[src/rtl/rf_wb_arbiter.sv]
// rf_wb_arbiter: shares the register file write port between writeback and a multicycle unit, with a pending-register scoreboard
module rf_wb_arbiter #(
  parameter int STARVE_LIMIT = 4
) (
  input  logic        clk,
  input  logic        rst,
  input  logic        wb_en,
  input  logic [4:0]  wb_reg,
  input  logic [31:0] wb_data,
  output logic        hold_wb,
  input  logic        mc_valid,
  input  logic [4:0]  mc_reg,
  input  logic [31:0] mc_data,
  output logic        mc_ready,
  input  logic        mc_issue,
  input  logic [4:0]  mc_issue_reg,
  input  logic [4:0]  rs1,
  input  logic [4:0]  rs2,
  input  logic [4:0]  rd,
  output logic        hazard_rs1,
  output logic        hazard_rs2,
  output logic        hazard_rd,
  output logic        rf_write,
  output logic [4:0]  rf_write_reg,
  output logic [31:0] rf_write_data,
  output logic [5:0]  pend_cnt
);
  logic [31:0] pending, pending_nx, set_mask, clr_mask;
  logic [3:0]  wait_cnt, wait_inc, wait_nx;
  logic        hold_nx, wb_noop, mc_xfer, starve, wb_pass;
  assign wb_noop    = !wb_en || wb_reg == 5'd0;
  assign mc_ready   = hold_wb || wb_noop;
  assign mc_xfer    = mc_valid && mc_ready;
  assign starve     = mc_valid && !mc_ready;
  assign wb_pass    = wb_en && !hold_wb;
  assign hazard_rs1 = pending[rs1];
  assign hazard_rs2 = pending[rs2];
  assign hazard_rd  = pending[rd];
  // write port mux: an accepted multicycle result wins, otherwise an unheld writeback
  always_comb begin
    rf_write      = mc_xfer ? mc_reg != 5'd0 : wb_pass && wb_reg != 5'd0;
    rf_write_reg  = mc_xfer ? mc_reg : wb_pass ? wb_reg : 5'd0;
    rf_write_data = mc_xfer ? mc_data : wb_pass ? wb_data : 32'd0;
  end
  // starvation counting and scoreboard next state; bit 0 is never pending, issue beats completion
  always_comb begin
    wait_inc   = wait_cnt + 4'd1;
    hold_nx    = starve && wait_inc == 4'(STARVE_LIMIT);
    wait_nx    = (starve && !hold_nx) ? wait_inc : 4'd0;
    set_mask   = mc_issue ? 32'd1 << mc_issue_reg : 32'd0;
    clr_mask   = mc_xfer ? 32'd1 << mc_reg : 32'd0;
    pending_nx = ((pending & ~clr_mask) | set_mask) & ~32'd1;
  end
  // state registers; pend_cnt tracks the popcount of the new pending set
  always_ff @(posedge clk) begin
    if (rst) begin
      pending  <= '0;
      pend_cnt <= '0;
      wait_cnt <= '0;
      hold_wb  <= 1'b0;
    end else begin
      pending  <= pending_nx;
      pend_cnt <= 6'($countones(pending_nx));
      wait_cnt <= wait_nx;
      hold_wb  <= hold_nx;
    end
  end
endmodule

[config.mk]
export PLATFORM = sky130hd
export DESIGN_NAME = rf_wb_arbiter
export DESIGN_NICKNAME = d
export VERILOG_FILES = /design/src/rtl/rf_wb_arbiter.sv
export SDC_FILE = /design/constraint.sdc
export NUM_CORES = 1
export LEC_CHECK = 0
export CORE_UTILIZATION = 40
export CTS_CLUSTER_SIZE = 24
export DETAILED_ROUTE_END_ITERATION = 6
export PLACE_DENSITY_LB_ADDON = 0.2
export SLEW_MARGIN = 20
export SYNTH_ARGS = -nofsm -noshare
export SYNTH_HDL_FRONTEND = slang
export SYNTH_SLANG_ARGS = --single-unit
export TNS_END_PERCENT = 1
[constraint.sdc]
create_clock -name clk -period 7.5 [get_ports clk]
set_input_delay 0.75 -clock clk [delete_from_list [all_inputs] [get_ports clk]]
set_output_delay 0.75 -clock clk [all_outputs]
set_load 0.02 [all_outputs]
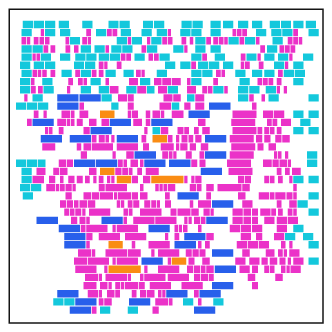
Run 1: cell classes on the final placement
(3 px per um)
cyan -> other buffers and delay cells  # cells 153
orange -> clock drivers and dummy loads  # cells 8
blue -> flip-flops  # cells 42
magenta -> all other logic  # cells 447
final core utilization: 58.3%
core box area: 9950 sq um
num rows: 36
Seq/total area: 14.5%

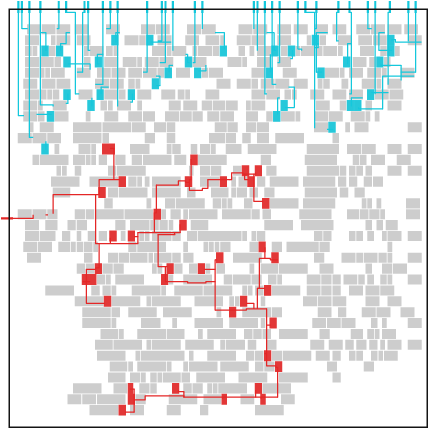
Run 1: nets reached from selected ports
(4 px per um)
red -> `rst`  # bits 1, direction input, edge left, end cells 37, buffers 2, wire 334 um
cyan -> `mc_data`  # bits 32, direction input, edge top, end cells 32, buffers 32, wire 653 um

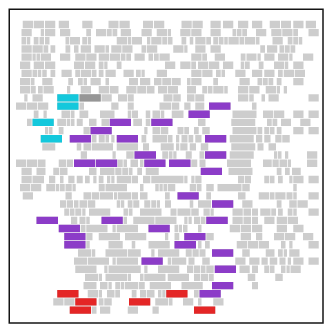
Run 1: register map, names as in the netlist
(3 px per um) Other sequential cells in the stronger grey, the rest of the logic in the fainter grey.
red -> `pend_cnt`  # placed flops 6
purple -> `pending`  # placed flops 31
cyan -> `wait_cnt`  # placed flops 4
not coloured = 1

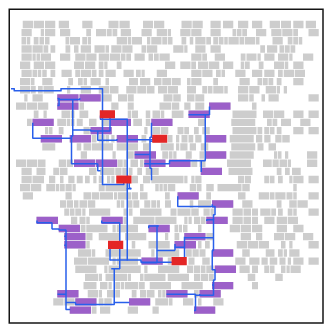
Run 1: routed clock nets over the placement
(3 px per um)
blue -> clock wires  # length 574 um
red -> cells driving clock nets  # count 5
purple -> flip-flops  # count 42
routed clock nets = 6

==> impl_metrics.py, run 1 <==
# Physical implementation metrics
metrics = {
    "drt": {
        "post_drt_wl_per_cell_um": 17.5,
        "via_per_inst": 5.60,
        "drc_errors": 0,
    },
    "cts": {
        "cts_buffer_depth": 2,
        "ctsHoldBuffers": 0,
        "htree_levels": 2,
    },
    "final_timing": {
        "skew_ns": 0.00823,
        "min_period_ns": 6.96,
        "setup_ws_ns": 0.536,
        "report.final.slew_viol_count": 0,
    },
    "layout": {
        "inverters_excl_clock": 29,
        "finish.instance_area_sq_um": 5800,
    },
    "worst_hold_path": {
        "min_delay_path_depth": 1,
    },
    "floorplanning": {
        "dieArea_sq_um": 10800,
    },
    "logic_synthesis": {
        "most_common_cell": "nand2_1",
        "ys_top_cells_by_count": "50 x nand2_1, 47 x nand3_1, 42 x dfxtp_1, 35 x nor2_1, 32 x a21oi_1",
        "synthArstFlopShare_pct": 0,
        "ys_area_sq_um": 4170,
    },
    "grt": {
        "grt_usage_pct": 24.9,
        "antenna_found_initial": 0,
        "grt_pass1_vias": 4132,
    },
    "critical_path": {
        "crit_family": "adder cells",
        "crit_path_end_kind": "flop",
        "timing.rr.end": "pend_cnt[4]",
        "crit_fanout": 18,
    },
    "run": {
        "max_cap_viol_count": 0,
    },
    "power_and_ir_drop": {
        "total_power_w": 0.000710,
    },
    "run_status": {
        "status": "finished clean",
    },
}
run 1: report_power, final:
part	total [W]	switching, W	internal [W]
Clock	0.000224	0.0000817	0.000142
Combinational	0.000253	0.000127	0.000126
Sequential	0.000233	0.00000383	0.000229
Total	0.000710	0.000213	0.000497
run 1: per-stage QoR:
stage | cells | hold WS, ns | util [%]
finish | 783 | 0.454 | 58.3
global route | 783 | 0.480 | 58.3
CTS | 783 | 0.457 | 58.3
detailed placement | 775 | 0.439 | 56.8
global placement | 775 | 0.435 | 56.8
floorplan | 528 | 0.418 | -
run 1: cell families (layout without fill, tap and decap cells):
kind of cell	Yosys count	count (layout)	share of synthesized area (%)
flip-flops	42	42	20.2
AND-OR/OR-AND	116	116	17.4
AND/OR/NAND/NOR	233	233	29.9
buffers and inverters	68	190	7.38
adder cells (fa/ha/maj)	31	31	13.4
XOR/XNOR	2	2	0.420
multiplexers	36	36	11.3
run 1: worst max path at each step:
stage,from,endpoint,slack [ns],cells past startpoint
3_3_place_gp,wb_reg[3],pend_cnt[4],0.38,20
4_1_cts,wb_reg[3],pend_cnt[4],0.57,20
3_5_place_dp,wb_reg[3],pend_cnt[4],0.27,20
2_1_floorplan,wb_reg[3],pend_cnt[4],0.99,20
5_1_grt,wb_reg[3],pend_cnt[4],0.26,20
6_report,wb_reg[3],pend_cnt[4],0.54,20
run 1: flip-flops by register name (all words and copies together), names as in the netlist:
signal and cells:
pending 31, hold_wb 1, wait_cnt 4, pend_cnt 6
run 1: per-layer routing:
layer	share of wire (%)	vias up	global-route usage, %
li1	-	2108	-
met1	42	2102	32.4
met2	49	147	41.2
met3	5.8	24	4.26
met4	2.7	0	9.59
met5	0	-	0
==> run 1 -> run 2 <==
--- a/config.mk
+++ b/config.mk
@@ -5,6 +5,7 @@
 export SDC_FILE = /design/constraint.sdc
 export NUM_CORES = 1
 export LEC_CHECK = 0
+export CORE_MARGIN = 4
 export CORE_UTILIZATION = 40
 export CTS_CLUSTER_SIZE = 24
 export DETAILED_ROUTE_END_ITERATION = 6
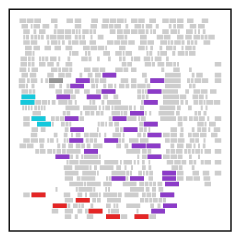
Run 2: register map, names as in the netlist
(2 px per um) Other sequential cells in the stronger grey, the rest of the logic in the fainter grey.
area taken by flip-flops and latches: 841 sq um
Seq/total area: 14.6%
final core utilization: 56.4%
sequential cell power: 0.000232 W

==> impl_metrics.py, run 2 <==
# Physical implementation metrics
metrics = {
    "run_status": {
        "status": "finished clean",
    },
    "floorplanning": {
        "coreArea_sq_um": 10200,
        "rows": 37,
        "dieArea_sq_um": 12100,
    },
    "critical_path": {
        "timing.rr.end": "pend_cnt[4]",
        "crit_path_end_kind": "flop",
        "crit_fanout": 18,
    },
    "final_timing": {
        "skew_ns": 0.00993,
        "min_period_ns": 6.97,
        "setup_ws_ns": 0.528,
        "worst_hold_slack_ns": 0.455,
        "setup_tns_ns": 0,
    },
    "drt": {
        "via_per_inst": 5.56,
        "drc_errors": 0,
        "post_drt_wl_per_cell_um": 18.2,
        "topRoutingLayerUsed": "met4",
        "wl_met2_mm": 7.09,
        "route.met3.wl_um": 846,
        "wl_met1_mm": 6.06,
    },
    "logic_synthesis": {
        "ys_area_sq_um": 4170,
        "most_common_cell": "nand2_1",
        "top_cell_area_share_pct": 20.2,
        "ys_top_cells_by_count": "50 x nand2_1, 47 x nand3_1, 42 x dfxtp_1, 35 x nor2_1, 32 x a21oi_1",
        "syn_area_per_cell_sq_um": 7.90,
        "synthArstFlopShare_pct": 0,
        "fp_nets": 658,
    },
    "cts": {
        "ctsHoldBuffers": 0,
        "cts_buffer_depth": 2,
        "htree_levels": 2,
        "clock-sinks": 42,
    },
    "layout": {
        "top_regs": "pending x31, pend_cnt x6, wait_cnt x4",
        "largest_register_ffs": 31,
        "finish.instance_area_sq_um": 5770,
        "regMostFlops": "pending",
    },
    "power_and_ir_drop": {
        "total_power_w": 0.000676,
    },
    "grt": {
        "busiest_layer": "met2",
        "grt_usage_pct": 23.1,
        "grtUsageMet3_pct": 3.49,
    },
    "run": {
        "max_cap_viol_count": 0,
    },
    "place": {
        "place_inst": 777,
    },
    "worst_hold_path": {
        "min_delay_path_depth": 1,
    },
}
run 2: worst max-delay path by stage:
stage	start	end	slack, ns
floorplan	wb_reg[3]	pend_cnt[4]	0.99
detailed placement	wb_reg[3]	pend_cnt[4]	0.22
global route	wb_reg[3]	pend_cnt[4]	0.24
global placement	wb_reg[3]	pend_cnt[4]	0.33
CTS	wb_reg[3]	pend_cnt[4]	0.52
finish	wb_reg[3]	pend_cnt[4]	0.53
run 2: kinds of logic after synthesis:
group                    after synthesis  share of synthesized area (%)
AND-OR/OR-AND                        116                           17.4
buffers and inverters                 68                           7.38
adder cells (fa/ha/maj)               31                           13.4
XOR/XNOR                               2                          0.420
AND/OR/NAND/NOR                      233                           29.9
flip-flops                            42                           20.2
multiplexers                          36                           11.3
run 2: report_power, final:
| part | leakage [nW] | switching, W | internal [W] |
|---|---|---|---|
| Sequential | 0.339 | 0.00000370 | 0.000229 |
| Clock | 0.0573 | 0.0000822 | 0.000107 |
| Combinational | 1.81 | 0.000129 | 0.000126 |
| Total | 2.21 | 0.000215 | 0.000461 |
run 2: worst max-delay path, cell delays in order:
cell and delay [ns]:
clkdlybuf4s50_1 0.47, or4_1 0.56, o21a_2 0.35, o31ai_1 0.36
nand2_1 0.13, fa_1 0.55, inv_1 0.05, fa_1 0.47
fa_1 0.50, inv_1 0.06, fa_1 0.53, inv_1 0.05
fa_1 0.49, fa_1 0.42, fa_1 0.43, fa_1 0.44
nor2b_1 0.15, o21ai_0 0.11, a21boi_0 0.18, nor3_1 0.07
run 2: area by class of cell:
cell class | count | area [sq um]
flip-flops and latches | 42 | 841
repair buffers | 152 | 1510
inverters | 29 | 110
clock buffers | 6 | 82.6
well taps | 136 | 170
fillers | 927 | 4460
multi-input cells | 418 | 3030
clock inverters | 1 | 30.0
==> run 2 -> run 3 <==
--- a/config.mk
+++ b/config.mk
@@ -5,6 +5,7 @@
 export SDC_FILE = /design/constraint.sdc
 export NUM_CORES = 1
 export LEC_CHECK = 0
+export ABC_AREA = 1
 export CORE_MARGIN = 4
 export CORE_UTILIZATION = 40
 export CTS_CLUSTER_SIZE = 24
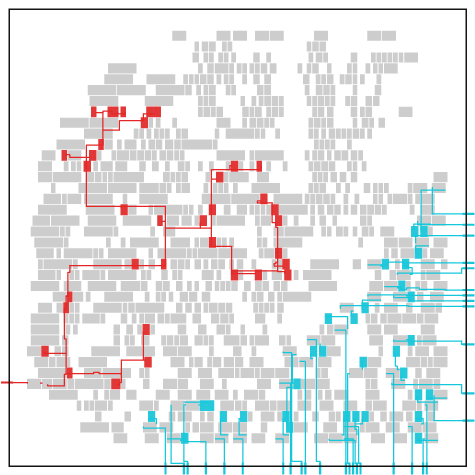
Run 3: nets reached from selected ports
(4 px per um)
Port Buffers: 147
IO Count: 148

==> impl_metrics.py, run 3 <==
# Physical implementation metrics
metrics = {
    "run_status": {
        "status": "finished clean",
    },
    "grt": {
        "antenna_found_initial": 0,
    },
    "logic_synthesis": {
        "xor_area_share_pct": 0.391,
        "most_common_cell": "nand2_1",
        "logic_family": "simple AND/OR/NAND/NOR gates",
        "ys_area_sq_um": 4480,
        "top_cell_area_share_pct": 20.4,
    },
    "layout": {
        "finish.instance_area_sq_um": 5960,
        "regMostFlops": "pending",
        "top_regs": "pending x31, pend_cnt x6, wait_cnt x4",
        "fin_util_pct": 54.7,
    },
    "final_timing": {
        "setup_tns_ns": 0,
        "skew_ns": 0.00372,
        "setup_ws_ns": 1.01,
    },
    "floorplanning": {
        "coreArea_sq_um": 10900,
        "dieArea_sq_um": 13000,
    },
    "drt": {
        "post_drt_wl_per_cell_um": 16.2,
        "drc_errors": 0,
    },
    "cts": {
        "cts_buffer_depth": 2,
        "htree_levels": 2,
        "ctsHoldBuffers": 0,
    },
    "critical_path": {
        "crit_cells": 21,
        "slowest_delay_ns": 0.71,
        "cpMaxStageDelayCell": "clkdlybuf4s50_1",
    },
    "power_and_ir_drop": {
        "p_sw_share_pct": 35.5,
        "total_power_w": 0.000649,
        "combPwrFrac_pct": 41.4,
        "p_clk_share_pct": 22.6,
    },
    "run": {
        "max_cap_viol_count": 0,
    },
}
[run 3: final cells by class]
| class | count | area [sq um] |
|---|---|---|
| Multi-Input combinational cell | 583 | 3110 |
| Timing Repair Buffer | 152 | 1500 |
| Clock inverter | 2 | 13.8 |
| Sequential cell | 42 | 841 |
| Fill cell | 1108 | 4930 |
| Tap cell | 140 | 175 |
| Clock buffer | 6 | 72.6 |
| Inverter | 64 | 240 |
[run 3: worst max-delay path by stage]
stage | startpoint | endpoint | slack, ns
2_1_floorplan | mc_issue_reg[3] | pend_cnt[4] | 1.68
3_3_place_gp | mc_issue_reg[3] | pend_cnt[4] | 0.79
3_5_place_dp | mc_issue_reg[3] | pend_cnt[4] | 0.72
4_1_cts | mc_issue_reg[3] | pend_cnt[4] | 1.02
5_1_grt | mc_issue_reg[3] | pend_cnt[4] | 0.65
6_report | mc_issue_reg[3] | pend_cnt[4] | 1.01
[run 3: power by group through the flow]
stage / Sequential (W) / Combinational, W / Clock (W)
5_1_grt: 0.000234 / 0.000295 / 0.000156
2_1_floorplan: 0.000241 / 0.000148 / 0
4_1_cts: 0.000233 / 0.000268 / 0.000149
6_report: 0.000234 / 0.000269 / 0.000147
3_3_place_gp: 0.000239 / 0.000264 / 0
3_5_place_dp: 0.000239 / 0.000266 / 0
[run 3: cells by family (layout without fill, tap and decap cells)]
logic type	Yosys count	after routing
and+or+nand+nor	499	499
xor gates and xnor gates	2	2
DFF	42	42
AOI/OAI and AO/OA	51	51
adders and majority gates	31	31
buffers and inverters	110	224
[run 3: routing by layer]
layer	share of wire [%]	track usage [%]	up-vias	wire length [um]
met3	8.8	4.03	46	1420
met5	0	0	-	0
met1	41	32.7	2427	6520
met4	3.3	8.08	0	529
met2	47	42.0	275	7600
li1	-	-	2628	-
No activity file was given, so power comes from the tool's default toggle rates.
